--- src/rtl/seg_pkg.sv ---
// Shared constants for the 7-segment scan stage: hex glyph table, idle codes, index sizing.
// Pure declarations; no logic, no latency, no flow control.
// Imported by seg_hex_decode and seg_scan.
package seg_pkg;

    localparam logic [7:0] SEG_BLANK = 8'hFF;
    localparam logic [7:0] AN_OFF    = 8'hFF;

    // Active-low glyphs {dp,g,f,e,d,c,b,a} with the decimal point off
    localparam logic [7:0] HEX_SEG [16] = '{
        8'hC0, 8'hF9, 8'hA4, 8'hB0, 8'h99, 8'h92, 8'h82, 8'hF8,
        8'h80, 8'h90, 8'h88, 8'h83, 8'hC6, 8'hA1, 8'h86, 8'h8E
    };

    function automatic int idx_width(input int digits);
        return (digits <= 1) ? 1 : $clog2(digits);
    endfunction

endpackage

--- src/rtl/seg_scan_if.sv ---
// Display-side bundle: value/dp/freeze toward the scanner, SEG/AN/frame_done back out.
// Wires only; no latency; no backpressure (the display always accepts).
// master = value source, slave = scanner.
interface seg_scan_if;
    logic [31:0] data;
    logic [7:0]  dp;
    logic        freeze;
    logic [7:0]  SEG;
    logic [7:0]  AN;
    logic        frame_done;

    modport master (output data, output dp, output freeze,
                    input  SEG,  input  AN, input  frame_done);
    modport slave  (input  data, input  dp, input  freeze,
                    output SEG,  output AN, output frame_done);
endinterface

--- src/rtl/seg_hex_decode.sv ---
// Hex nibble plus decimal-point request to active-low cathode pattern.
// Purely combinational, zero latency.
// No flow control.
module seg_hex_decode
    import seg_pkg::*;
(
    input  logic [3:0] nib,
    input  logic       dp_on,
    output logic [7:0] seg
);
    logic [7:0] glyph;

    always_comb begin
        glyph = HEX_SEG[nib];
        seg   = {~dp_on, glyph[6:0]};
    end
endmodule

--- src/rtl/seg_scan.sv ---
// Time-multiplexed 8-digit hex display driver with per-frame shadow capture.
// Outputs registered, one cycle behind the digit index; frame is SCAN_DIV*DIGITS cycles.
// No backpressure; SEG_SCAN_LZ_BLANK_EN enables leading-zero blanking.
module seg_scan
    import seg_pkg::*;
#(
    parameter int SCAN_DIV = 100000,
    parameter int DIGITS   = 8
)(
    input  logic        clk,
    input  logic        clr,
    seg_scan_if.slave   bus
);
    localparam int IW = idx_width(DIGITS);
    localparam int CW = $clog2(SCAN_DIV);

    logic [CW-1:0] cnt;
    logic [IW-1:0] idx;
    logic [31:0]   shadow;
    logic          tick;
    logic          wrap;
    logic          blank;
    logic [3:0]    nib;
    logic [7:0]    seg_dec;
    logic [7:0]    an_dec;

    always_comb begin
        tick   = (cnt == CW'(SCAN_DIV - 1));
        wrap   = tick && (idx == IW'(DIGITS - 1));
        nib    = shadow[{idx, 2'b00} +: 4];
        an_dec = ~(8'b1 << idx);
    end

    seg_hex_decode u_dec (
        .nib   (nib),
        .dp_on (bus.dp[idx]),
        .seg   (seg_dec)
    );

`ifdef SEG_SCAN_LZ_BLANK_EN
    logic [7:0] lz;
    logic       run_zero;

    // A digit is leading-zero when it and every higher shown digit are zero
    always_comb begin
        lz       = '0;
        run_zero = 1'b1;
        for (int k = DIGITS - 1; k >= 1; k--) begin
            run_zero = run_zero & (shadow[4*k +: 4] == 4'h0);
            lz[k]    = run_zero;
        end
    end

    assign blank = lz[idx];
`else
    assign blank = 1'b0;
`endif

    always_ff @(posedge clk or negedge clr) begin
        if (!clr) begin
            cnt            <= '0;
            idx            <= '0;
            shadow         <= '0;
            bus.SEG        <= SEG_BLANK;
            bus.AN         <= AN_OFF;
            bus.frame_done <= 1'b0;
        end else begin
            cnt <= tick ? '0 : cnt + CW'(1);
            if (tick)
                idx <= wrap ? '0 : idx + IW'(1);
            // Capture only at the wrap so a frame never mixes two values
            if (wrap && !bus.freeze)
                shadow <= bus.data;
            bus.frame_done <= wrap;
            bus.AN         <= blank ? AN_OFF    : an_dec;
            bus.SEG        <= blank ? SEG_BLANK : seg_dec;
        end
    end
endmodule

--- src/flat_wrapper.sv ---
// flat-port wrapper written by rule: the top's interface ports become plain ports
module seg_scan_flat import seg_pkg::*;
#(
    parameter int SCAN_DIV = 100000,
    parameter int DIGITS   = 8
)
  (clk, clr, bus_data, bus_dp, bus_freeze, bus_SEG, bus_AN, bus_frame_done);
  seg_scan_if bus_i ();
  input  logic clk;
  input  logic clr;
  input wire logic [$bits(bus_i.data)-1:0] bus_data;
  input wire logic [$bits(bus_i.dp)-1:0] bus_dp;
  input wire logic [$bits(bus_i.freeze)-1:0] bus_freeze;
  output wire logic [$bits(bus_i.SEG)-1:0] bus_SEG;
  output wire logic [$bits(bus_i.AN)-1:0] bus_AN;
  output wire logic [$bits(bus_i.frame_done)-1:0] bus_frame_done;
  assign bus_i.data = bus_data;
  assign bus_i.dp = bus_dp;
  assign bus_i.freeze = bus_freeze;
  assign bus_SEG = bus_i.SEG;
  assign bus_AN = bus_i.AN;
  assign bus_frame_done = bus_i.frame_done;
  seg_scan #(.SCAN_DIV(SCAN_DIV), .DIGITS(DIGITS)) u_core (.clk(clk), .clr(clr), .bus(bus_i));
endmodule
--- config.mk ---
export PLATFORM = sky130hd
export DESIGN_NAME = seg_scan_flat
export DESIGN_NICKNAME = d
export VERILOG_FILES = /design/src/rtl/seg_pkg.sv /design/src/rtl/seg_scan_if.sv /design/src/rtl/seg_hex_decode.sv /design/src/rtl/seg_scan.sv /design/src/flat_wrapper.sv
export SDC_FILE = /design/constraint.sdc
export NUM_CORES = 1
export LEC_CHECK = 0
export CORE_MARGIN = 3
export CORE_UTILIZATION = 40
export CTS_CLUSTER_DIAMETER = 80
export DETAILED_ROUTE_END_ITERATION = 16
export PLACE_DENSITY = 0.63
export SYNTH_ARGS = -nofsm -noshare
export SYNTH_HDL_FRONTEND = slang
export SYNTH_SLANG_ARGS = --single-unit
--- constraint.sdc ---
create_clock -name clk -period 4.85 [get_ports clk]
set_clock_uncertainty 0.1 [all_clocks]
set_input_delay 1.2125 -clock clk [delete_from_list [all_inputs] [get_ports clk]]
set_output_delay 1.2125 -clock clk [all_outputs]
set_load 0.01 [all_outputs]
run_1/registers.png
The bar under the picture is 20 um long.
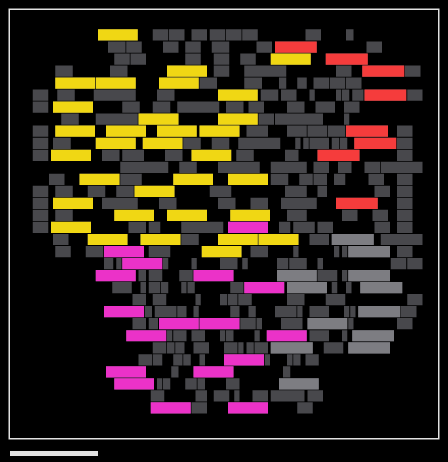
legend:
  magenta:
    name_in_the_netlist: u_core.cnt
    sequential_cells: 17
  yellow:
    name_in_the_netlist: u_core.shadow
    sequential_cells: 32
  red:
    name_in_the_netlist: u_core.bus.SEG
    sequential_cells: 8
    where: upper right
not colored: 12
seq pwr: 606 uW
Seq/total area: 41.7%
utilization after layout: 53.3%
register area: 1750 sq um

run_1/metal_stack.png
Only two layers are drawn.
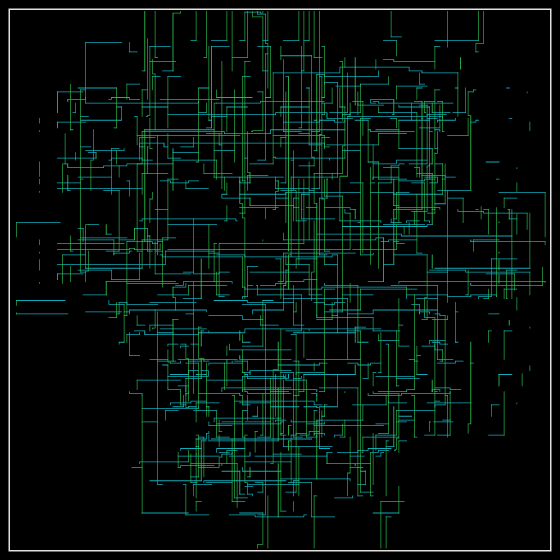
legend:
  green:
    layer: met2
    wire_length: 2980 um
  cyan:
    layer: met1
    wire_length: 2870 um
drt wl/cell: 15.1 um
Routed WL: 6130 um
Tot GR Track Use: 14.0%
detailed-route via count: 2039

run_1/gate_families.png
The bar under the picture is 20 um long.
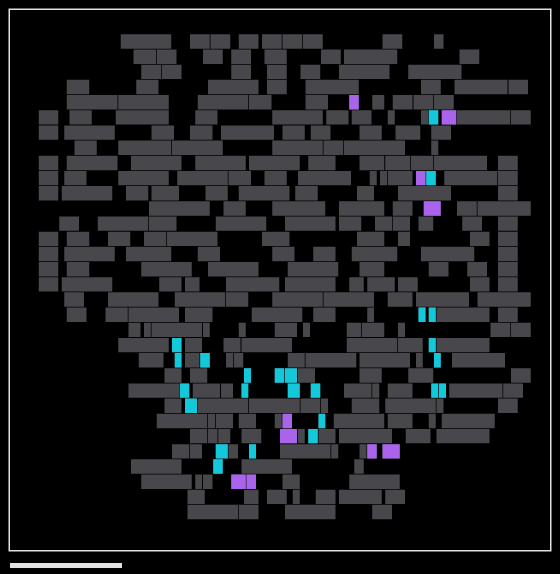
legend:
  purple:
    family: inverting AOI/OAI gates
    cells: 10
  cyan:
    family: NAND gates
    cells: 24

run_1/pins.png
Pins as bars across the die edge, other pins in gray.
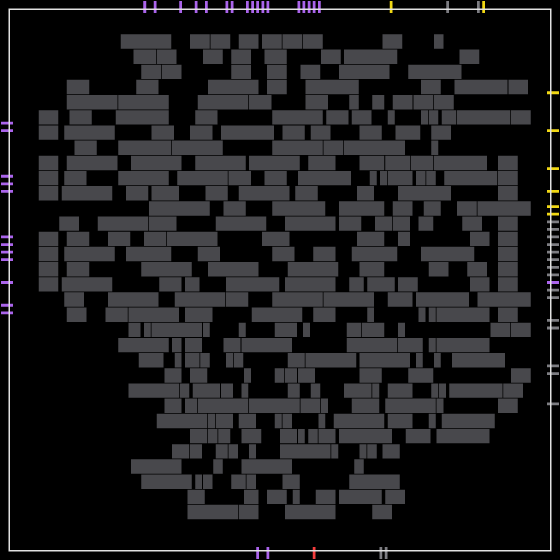
legend:
  purple:
    port: bus_data
    pins: 32
    direction: input
    edge: 17 top, 12 left, 2 bottom, 1 right
  yellow:
    port: bus_SEG
    pins: 8
    direction: output
    edge: 6 right, 2 top
  red:
    port: bus_freeze
    pins: 1
    direction: input
    edge: bottom
all pins by edge: 22 right, 21 top, 12 left, 5 bottom
Die X: 96.8 um
die height: 96.8 um
Port Buf Inserts: 59

==> metrics.cfg, run 1 <==
[placed_design]
place.detailed.hpwl_um = 4390
dp.cells = 391
globalplace.congestion = 0.800

[layout]
lay_top_count = clkdlybuf4s50_1
largest_reg_flops = 32
fin_cells = 407
syn_to_final_growth_pct = 27.0
largest_register = u_core.shadow
dominant_cells = flip-flops and latches
n_all_inverters = 11
final-clk-cell-share_pct = 5.38
filler_cell_count = 727
layout_top_cells = 58 x clkdlybuf4s50_1, 53 x dfrtp_1, 36 x mux2_2
final_nets = 355
fin_area_sq_um = 4180
seq_cell_count = 69

[hold_path]
hold-path-cell-count = 1
hp-class = flip-flop to flip-flop

[global_route]
grt_pass1_wl_um = 10500
grt_max_degree = 36
grt_overflow = 0
grt_pass1_vias = 2103

[setup_path]
cp-endpoint = u_core.bus.SEG[4]$_DFF_PN1_
required_ns = 5.00
critPathTopFamily = multiplexers
end_kind = flip-flop
rrSetupSlack_ns = 1.92
reg2reg_depth = 6
crit_slowest_cell = dfrtp_1
crit_chain = mux4_1, mux2i_1, inv_1, ha_1, mux2_2, o21ai_0
cp_max_fo = 15
worst_ep_arrival_time_ns = 3.07

[clock_network]
cts_setup_buffers = 0
cts.path.max_buffers = 2
postCtsHoldBufs = 0
ctsResizeCount = 0
cts.sink_count = 69
cts_tree = yes
cts_root_buf = clkbuf_8
cts_inserted_buffers = 9

[synth]
simple_gate_area_share_pct = 8.62
ff_type = dfrtp_1
syn_inst = 236
ys_sh_xor_pct = 3.72
yosys_cells = 236
yosys_area_sq_um = 3300
top_area_cell = dfrtp_1
adder_share_pct = 4.56
synth.yosys.seq_area_share_pct = 53.0
syn_area_per_cell_sq_um = 14.0
area_leaders = dfrtp_1 40%, dfstp_2 13%, mux2_2 12%
aoi_share_pct = 2.58
async_flop_share_pct = 100

[detailed_routing]
vias_per_cell = 5.01
drc = 0
met1_length_um = 2870
met3RoutedLength_um = 238
highest_layer = met4
drt_iter0_drc = 99
wl_met2_um = 2980

[power]
powerComb_uw = 101
p_total_mw = 1.22
p_switching_uw = 258
p_comb_share_pct = 8.3
switching_share_pct = 21.1
power_leakage_nw = 1.82

[flow_run]
openroad.warnings = 34

[final_timing]
rsz0062_at_grt = no
period_needed_ns = 2.93
fin_ws_ns = 1.92
hold_viol = 0
drv_slew = 0
period_used_pct = 60.3

[floorplanning]
dieArea_sq_um = 9360
io_pins = 60
initCoreUtil_pct = 42.0

[outcome]
status = complete, no violations

run_1/final_clocks.png
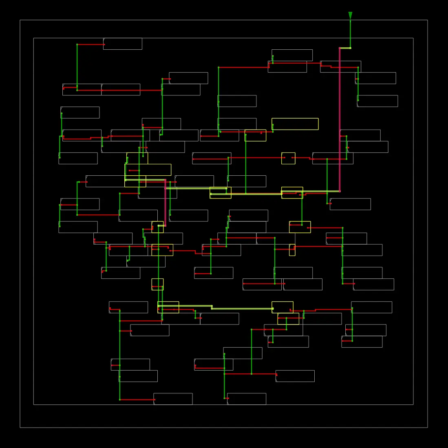

==> run 2, diff against run 1 <==
Settings changed: PLACE_DENSITY 0.63 to 0.65.
Clock period 4.85 ns to 2.5 ns, I/O delays scaled along.
run_2/final_clocks.png
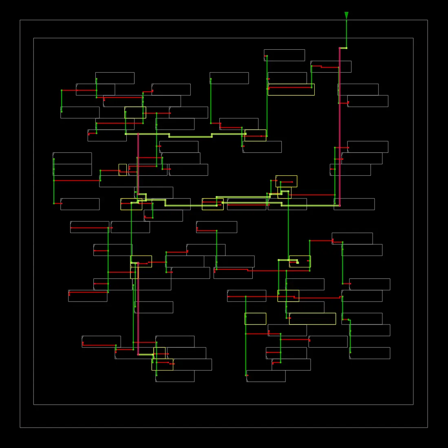
Clock group: 1.00 mW
final sequential cell count: 69

run_2/pins.png
Pins as bars across the die edge, other pins in gray.
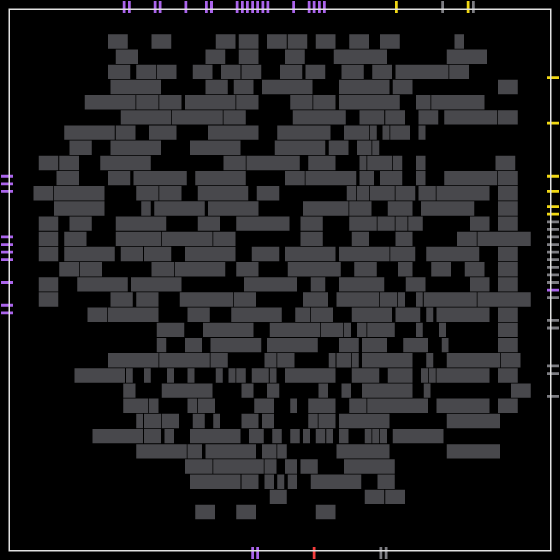
legend:
  yellow:
    port: bus_SEG
    pins: 8
    direction: output
    edge: 6 right, 2 top
  red:
    port: bus_freeze
    pins: 1
    direction: input
    edge: bottom
  purple:
    port: bus_data
    pins: 32
    direction: input
    edge: 19 top, 10 left, 2 bottom, 1 right
all pins by edge: 23 top, 22 right, 10 left, 5 bottom

run_2/gate_families.png
The bar under the picture is 20 um long.
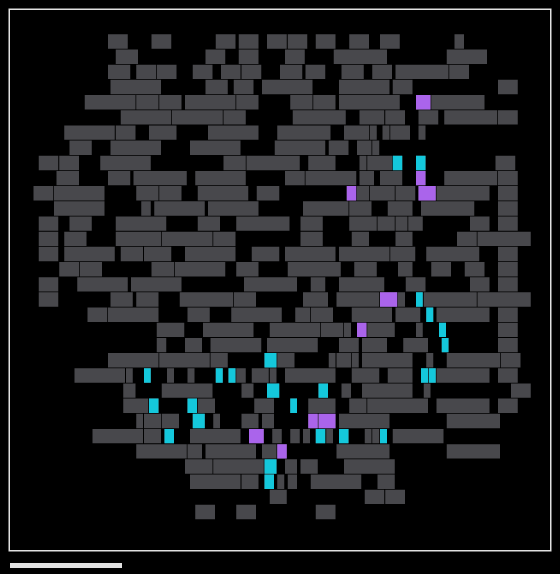
legend:
  purple:
    family: inverting AOI/OAI gates
    cells: 10
  cyan:
    family: NAND gates
    cells: 24
Comb area share: 33.9%
non-filler instance count after layout: 413
most instantiated logic cell after routing: clkdlybuf4s50_1

==> metrics.cfg, run 2 <==
[synth]
top_area_cell = dfrtp_1
ff_type = dfrtp_1
adder_share_pct = 4.56  ; unchanged
syn_area_per_cell_sq_um = 14.0  ; unchanged
area_leaders = dfrtp_1 40%, dfstp_2 13%, mux2_2 12%
yosys_cells = 236  ; unchanged
async_flop_share_pct = 100  ; unchanged
synth.yosys.seq_area_share_pct = 53.0  ; unchanged
ys_sh_xor_pct = 3.72  ; unchanged
simple_gate_area_share_pct = 8.62  ; unchanged
aoi_share_pct = 2.58  ; unchanged
enable_flop_cells = 0
yosys_area_sq_um = 3300  ; unchanged
syn_inst = 236  ; unchanged

[layout]
layout_top_cells = 58 x clkdlybuf4s50_1, 52 x dfrtp_1, 36 x mux2_2
largest_reg_flops = 32  ; unchanged
final-clk-cell-share_pct = 5.26  ; -0.12 points
post-route-util_pct = 54.2  ; +0.89 points
dominant_cells = flip-flops and latches
buffer_area_share_pct = 15.8
syn_to_final_growth_pct = 29.1
final_nets = 361  ; +1.7%
seq_share_pct = 41.1  ; -0.66 points
n_all_inverters = 11  ; unchanged
largest_register = u_core.shadow
filler_cell_count = 701  ; -3.6%
regArea_sq_um = 1750  ; about the same

[detailed_routing]
ant_nets = 0
met1_length_um = 2820  ; -1.8%
vias_per_cell = 5.06  ; +1.0%
routedWlPerCell_um = 15.2  ; +0.72%
highest_layer = met4
wl_um = 6260  ; +2.2%
met3RoutedLength_um = 257  ; +8.0%
drc = 0  ; unchanged
wl_met2_um = 3110  ; +4.7%
drt_iter0_drc = 58  ; -41%

[setup_path]
timing_worst_setup_path_type = flip-flop to flip-flop
end_kind = flip-flop
critPathTopFamily = multiplexers
rrSetupSlack_ns = 0.20  ; -1.72 ns
crit_chain = mux4_1, mux2i_1, inv_1, ha_1, inv_1, mux2i_1, a22o_2
cp-endpoint = u_core.bus.SEG[5]$_DFF_PN1_
crit_slowest_cell = mux4_1
required_ns = 2.68  ; -2.32 ns
cp_max_fo = 10  ; -5
reg2reg_depth = 7  ; +1

[power]
p_int_mw = 1.88
switching_share_pct = 21.1  ; +0.072 points
p_switching_uw = 503  ; +95%
p_comb_share_pct = 8.5  ; +0.2 points
pg_seq_mw = 1.18  ; +95%
p_total_mw = 2.38  ; +94%
power_leakage_nw = 1.86  ; +2.3%

[placed_design]
dp.cells = 397  ; +1.5%
globalplace.congestion = 0.823  ; +2.9%
place.detailed.hpwl_um = 4450  ; +1.4%

[final_timing]
period_used_pct = 92.0  ; +32 points
rsz0062_at_grt = no
hold_viol = 0  ; unchanged
fin_ws_ns = 0.201  ; -1.72 ns
max_slew_margin_pct = 76.4
drv_slew = 0  ; unchanged

[clock_network]
postCtsHoldBufs = 0  ; unchanged
cts_tree = yes
cts.sink_count = 69  ; unchanged
path_clk_slew_ns = 0.07
cts_setup_buffers = 0  ; unchanged
cts_root_buf = clkbuf_8
cts_inserted_buffers = 9  ; unchanged

[floorplanning]
die_w_um = 96.8  ; unchanged
core-area_sq_um = 7850
fp.dieH_um = 96.8  ; unchanged
dieArea_sq_um = 9360  ; unchanged
io_pins = 60  ; unchanged
initCoreUtil_pct = 42.0  ; unchanged

[flow_run]
openroad.warnings = 34  ; unchanged

[outcome]
status = complete, no violations

[global_route]
grt_pass1_vias = 2245  ; +6.8%
grt_usage_pct = 14.6  ; +0.54 points
grt_pass1_wl_um = 10900  ; +3.2%
grt_overflow = 0  ; unchanged
grt_max_degree = 70  ; +94%

[hold_path]
hp-class = input pin to async pin

run_2/registers.png
The bar under the picture is 20 um long.
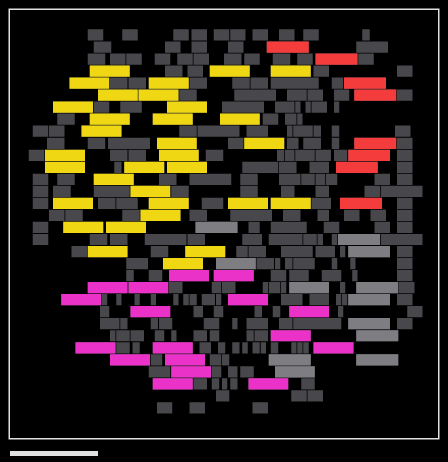

==> run 3, diff against run 2 <==
Settings changed: SYNTH_HIERARCHICAL set to 1.
run_3/registers.png
The bar under the picture is 20 um long.
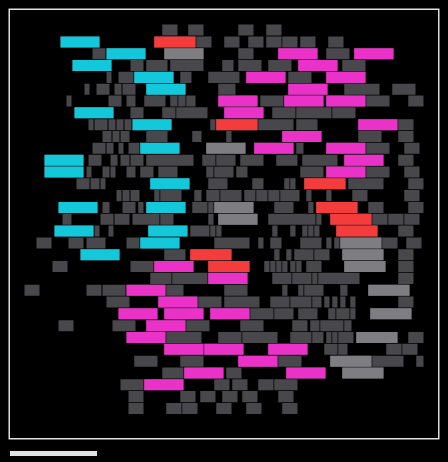
legend:
  red:
    name_in_the_netlist: u_core/bus.AN
    sequential_cells: 8
  cyan:
    name_in_the_netlist: u_core/cnt
    sequential_cells: 17
  magenta:
    name_in_the_netlist: u_core/shadow
    sequential_cells: 32
not colored: 12

run_3/pins.png
Pins as bars across the die edge, other pins in gray.
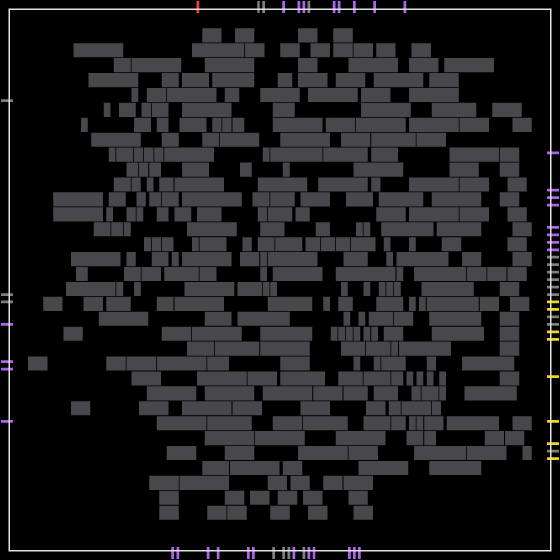
legend:
  red:
    port: bus_freeze
    pins: 1
    direction: input
    edge: top
  yellow:
    port: bus_SEG
    pins: 8
    direction: output
    edge: right
  purple:
    port: bus_data
    pins: 32
    direction: input
    edge: 12 bottom, 8 right, 8 top, 4 left

==> metrics.cfg, run 3 <==
[setup_path]
cp_max_fo = 16  ; +6
reg2reg_depth = 7  ; unchanged
crit_slowest_cell = buf_4
worst_ep_arrival_time_ns = 2.46
rrSetupSlack_ns = 0.17  ; -0.03 ns
end_kind = flip-flop
critPathTopFamily = buffers and inverters
cp-endpoint = u_core/shadow[31]$_DFFE_PN0P_

[detailed_routing]
met3RoutedLength_um = 298  ; +16%
wl_met2_um = 3150  ; +1.2%
drc = 0  ; unchanged
vias_per_cell = 4.88  ; -3.7%
highest_layer = met4
met1_length_um = 3120  ; +11%
ant_nets = 0  ; unchanged
routedWlPerCell_um = 15.3  ; +1.2%
wl_um = 6630  ; +5.9%
drt_iter0_drc = 64  ; +10%

[final_timing]
fmax_mhz = 429
setup_viol = 0
hold_viol = 0  ; unchanged
period_used_pct = 93.2  ; +1.2 points
drv_slew = 0  ; unchanged
rsz0062_at_grt = no
max_slew_margin_pct = 68.2  ; -8.2 points

[floorplanning]
core-area_sq_um = 8260  ; +5.2%
dieArea_sq_um = 9690  ; +3.5%
fp.dieH_um = 98.5  ; +1.7%
io_pins = 60  ; unchanged
initCoreUtil_pct = 41.4  ; -0.59 points
die_w_um = 98.5  ; +1.7%

[synth]
enable_flop_cells = 0  ; unchanged
yosys_cells = 250  ; +5.9%
ff_type = dfrtp_1
syn_inst = 250  ; +5.9%
ys_sh_xor_pct = 3.84  ; +0.12 points
area_leaders = dfrtp_1 39%, mux2_4 14%, dfstp_2 12%
adder_share_pct = 5.12  ; +0.57 points
yosys_area_sq_um = 3420  ; +3.8%
top_area_cell = dfrtp_1
aoi_share_pct = 2.09  ; -0.50 points
async_flop_share_pct = 100  ; unchanged
syn_area_per_cell_sq_um = 13.7  ; -2.1%
simple_gate_area_share_pct = 11.8  ; +3.2 points

[layout]
nNonClkBuffers = 70
lay_top_count = clkdlybuf4s50_1
final_nets = 379  ; +5.0%
seq_cell_count = 69  ; unchanged
num_antenna_cells = 0
final-clk-cell-share_pct = 5.52  ; +0.25 points
regArea_sq_um = 1750  ; about the same
comb_area_share_pct = 35.3  ; +1.4 points
largest_reg_flops = 32  ; unchanged
fin_cells = 432  ; +4.6%
dominant_cells = flip-flops and latches
largest_register = u_core/shadow
layout_top_cells = 58 x clkdlybuf4s50_1, 53 x dfrtp_1, 31 x mux2_4
buffer_area_share_pct = 15.7  ; -0.084 points
syn_to_final_growth_pct = 29.3
filler_cell_count = 708  ; +1.0%

[power]
power_leakage_nw = 1.93  ; +3.6%
p_clk_mw = 1.08  ; +8%
vdd_drop_max_uv = 207
switching_share_pct = 20.3  ; -0.83 points
p_int_mw = 1.97  ; +5.1%
pg_seq_mw = 1.18  ; about the same
p_seq_share_pct = 47.6
p_total_mw = 2.47  ; +4.0%
p_switching_uw = 502  ; about the same

[hold_path]
hp-class = input pin to async pin

[clock_network]
cts_tree = yes
postCtsHoldBufs = 0  ; unchanged
cts_setup_buffers = 0  ; unchanged
cts_root_buf = clkbuf_8
cts_inserted_buffers = 9  ; unchanged
path_clk_slew_ns = 0.07  ; about the same
cts.sink_count = 69  ; unchanged

[global_route]
grt_pass1_wl_um = 11200  ; +2.7%
grt_use_met3_pct = 4.03
antenna_found_initial = 0
grt_overflow = 0  ; unchanged
grt_pass1_vias = 2248  ; +0.13%
grt_max_degree = 70  ; unchanged

[placed_design]
dp.cells = 416  ; +4.8%
port_buffers = 59
globalplace.congestion = 0.822  ; -0.22%
place.detailed.hpwl_um = 4790  ; +7.6%

[outcome]
status = complete, no violations

[flow_run]
openroad.warnings = 36  ; +5.9%

run_3/metal_stack.png
Only two layers are drawn.
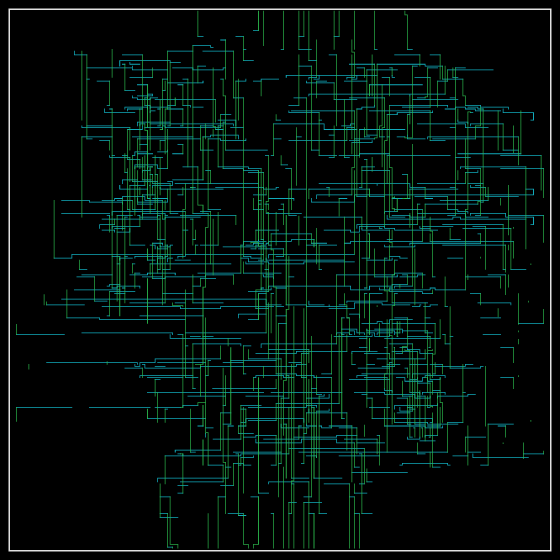
legend:
  cyan:
    layer: met1
    wire_length: 3120 um
  green:
    layer: met2
    wire_length: 3150 um

Power and IR drop assume default switching activity.
